Design wb_dma_sequencer, sky130hd; sources not shown.
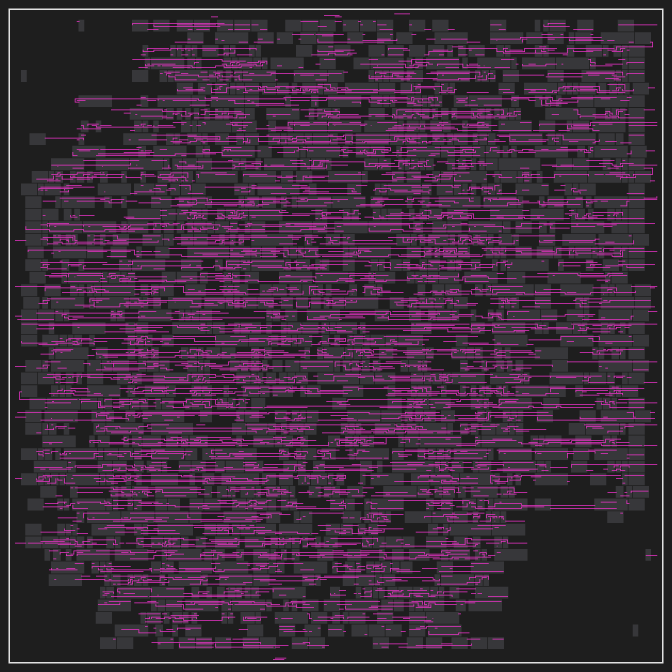
run_1/m1.png
longest straight run: 58.0 um
wire length on this layer: 13100 um
main direction: horizontal
nets with wire on the layer: 1438
share of all routed wire: 45%
via total after detailed routing: 9432
total wirelength of the detailed-routed design: 29100 um

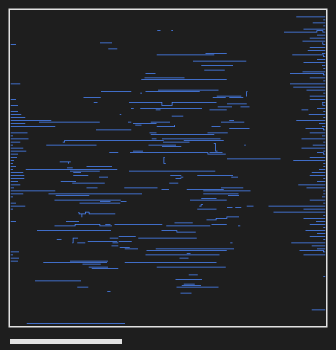
run_1/m3.png
Scale bar: 50 um.
longest straight run: 43.9 um
main direction: horizontal
wire length on this layer: 2440 um
share of all routed wire: 8.4%
global-route met3 utilization: 5.061%

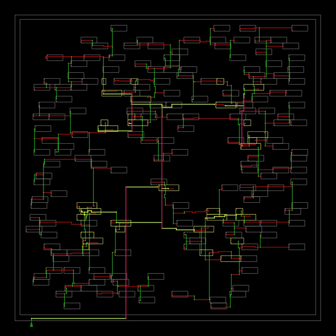
run_1/clock_nets.png
number of clock buffers in the layout: 17
number of buffers inserted during clock tree synthesis: 17

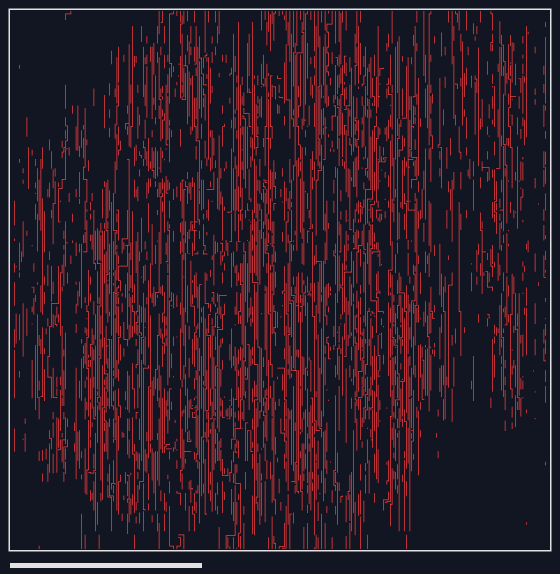
run_1/m2.png
Scale bar: 50 um.
nets with wire on the layer: 1256
wire length on this layer: 13200 um
share of all routed wire: 45%
main direction: vertical
met2 Usage GRT: 46.55%

==> results.txt, run 1 <==
Implementation summary

The maximum resistive drop on vdd is 0.2852 mV. The count of sequential standard cells is 166. The switching share of power is between 30% and 40%. The power group with the largest share is registers. The filler cells instantiated in the layout total 1617. The routed design shows a wire length per standard cell of 17.61 um. STA shows the worst reg2reg path with a cell count of 12. Leaving out fill and tap cells, the most frequent cell in the layout is sky130_fd_sc_hd__nand2_1. The number of buffers other than clock buffers in the final layout is about 230. The die covers 19800 um^2. Global routing consumed, over all layers together, approximately 29% of the routing resources.

Internal power comes to around 3200 uW. Of the total synthesized cell area, the portion taken by AND, OR, NAND and NOR gates is between 20% and 30%. STA puts the critical path data arrival time at approximately 4200 ps.

The horizontal die size is about 140 um. The final antenna diode count is 0. The post-synthesis mux area share is under 10%.

The async set-or-reset flop fraction in the synthesized netlist is 0%. The final weighted congestion recorded by global placement is between 0.9 and 1. The combinational gate area is approximately 5600 um^2. Endpoints failing hold in the final report were tallied at 0. The tree is rooted in a sky130_fd_sc_hd__clkbuf_16. The multi-input combinational gate total is 961.

The count of mapped cells out of synthesis is about 1200. The number of global-route vias before repair is between 8000 and 9000. For the final database, setup skew stands at approximately 8.5 ps. Summing the areas of all compound-gate instances in the mapped netlist gives between 20% and 30% of the synthesized area. The worst path needs 3794 ps of the cycle, external delays included.

Global routing used about two fifths of the available met1 tracks. The number of placed instances, taps included, is ~1600. The global-route wire length before repair is roughly 45000 um. The average size of a mapped cell is 7.581 um^2.

The worst slew margin relative to its limit is between 40 and 50%. The flow reports power dissipated in combinational cells as roughly 1200 uW. The pre-CTS setup slack is approximately 67 ps. The flow ran to the end, and the final reports show no timing, DRC or antenna violations. Counting instances in the post-synthesis netlist gives the leading cell types as sky130_fd_sc_hd__nand2_1, sky130_fd_sc_hd__a21oi_1, sky130_fd_sc_hd__dfxtp_1, sky130_fd_sc_hd__nor2_1, sky130_fd_sc_hd__o21ai_0. The maximum buffer depth of the clock tree is 2. The number of register bits inferred by synthesis is 166. The stage-log warning count is 26.

The clock latency of the later-clocked register in the worst-skew pair is approximately 430 ps. The largest cell class by area is combinational gates. The data required time of the critical path is 4430 ps. The clock H-tree reported by CTS has 4 levels.

Clock-pin slew was measured on the worst setup and hold paths at ~70 ps. The synthesis stats list as the most numerous cell sky130_fd_sc_hd__nand2_1.
## Run 2: what changed since run 1
--- a/config.mk
+++ b/config.mk
@@ -6,11 +6,11 @@
 export NUM_CORES = 1
 export LEC_CHECK = 0
 export CORE_MARGIN = 2
-export CORE_UTILIZATION = 50
+export CORE_UTILIZATION = 52
 export CTS_CLUSTER_DIAMETER = 200
 export CTS_CLUSTER_SIZE = 40
 export DETAILED_ROUTE_END_ITERATION = 12
-export PLACE_DENSITY = 0.79
+export PLACE_DENSITY = 0.82
 export SLEW_MARGIN = 20
 export SYNTH_ARGS = -nofsm -noshare
 export SYNTH_HDL_FRONTEND = slang
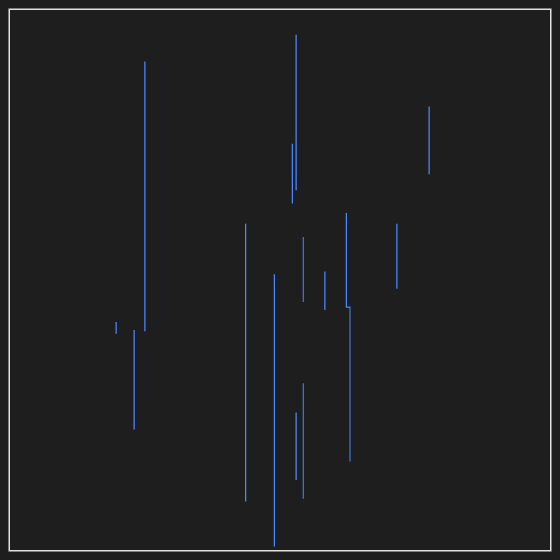
run_2/m4.png
nets with wire on the layer: 11
share of all routed wire: 1.6%
via total after detailed routing: 9649
total wirelength of the detailed-routed design: 29360 um

==> run 2 against run 1 <==
  * Die size fell by 3.7%
  * Core utilization up 3.2 points
  * Routed wire length rose by 0.88%
  * Clock skew hardly changed
  * Largest cell class unchanged
  * Clock power rose by about 10%
  * Highest routed layer unchanged
  * Sequential share of layout area down 0.17 points
==> results.txt, run 2 <==
Implementation summary

The run finished with clean final reports. The layout contains a multi-input combinational cell count of slightly below 1000. The number of clock buffers added by TritonCTS is 17.

The count of mapped cells out of synthesis is ~1200. The number of register bits inferred by synthesis is between 150 and 200. The average size of a mapped cell is between 7 and 8 um^2.

CTS built an H-tree with a depth of 4. The final weighted congestion in routability-driven placement is 0.9516. Per the synthesis report, the simple-gate share of the synthesized area is about a quarter.

The stage-log warning count is 26. The number of clock-tree buffers in the layout is 19. The maximum resistive drop on vdd is 0.3302 mV.

The cell-mix breakdown from Yosys lists the compound-gate area share as between 20% and 30%. By count the netlist is led by sky130_fd_sc_hd__nand2_1, sky130_fd_sc_hd__a21oi_1, sky130_fd_sc_hd__dfxtp_1, sky130_fd_sc_hd__nor2_1, sky130_fd_sc_hd__o21ai_0. On met1, the global router reports a usage of between 40% and 50%. Non-clock buffers in the final layout number between 200 and 250. The pre-CTS setup slack is between 100 and 150 ps. Data on the critical path is required at its endpoint by ~4400 ps. The most common cell after layout, fill and taps aside is sky130_fd_sc_hd__nand2_1. After layout, the minimum clock period comes to approximately 3800 ps. The post-synthesis mux area share is roughly 1.2%. Counting along the longest clock path gives a buffer depth of 2. In the final design, more cell area goes to combinational gates than to any other class. The final antenna diode count is 0.

Clock-pin slew was measured on the worst setup and hold paths at approximately 60 ps. Of all flip-flops after synthesis, the portion carrying an async set or reset was 0%. Total global-route track usage over all layers is 30.00%. The power in combinational cells is 1230 uW.

The number of global-route vias before repair came to 8820. The signal arrival time at the worst endpoint is a little over 4000 ps. The floorplan step set the die width to ~140 um.

TritonRoute output was used to compute an average wire per cell of between 15 and 20 um. The final timing report lists clock skew as around 8.2 ps. The power group with the largest share is registers.

The final tally of hold violations is 0.
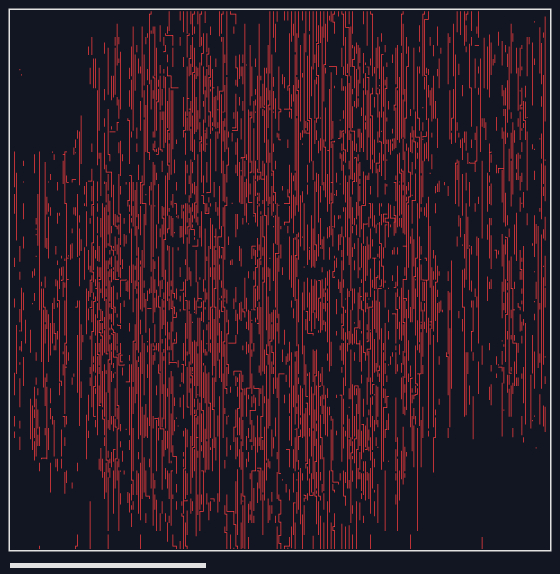
run_2/m2.png
Scale bar: 50 um.
share of all routed wire: 46%
main direction: vertical
nets with wire on the layer: 1297
met2 Usage GRT: 47.99%

Power is estimated from default activity; no workload was simulated.
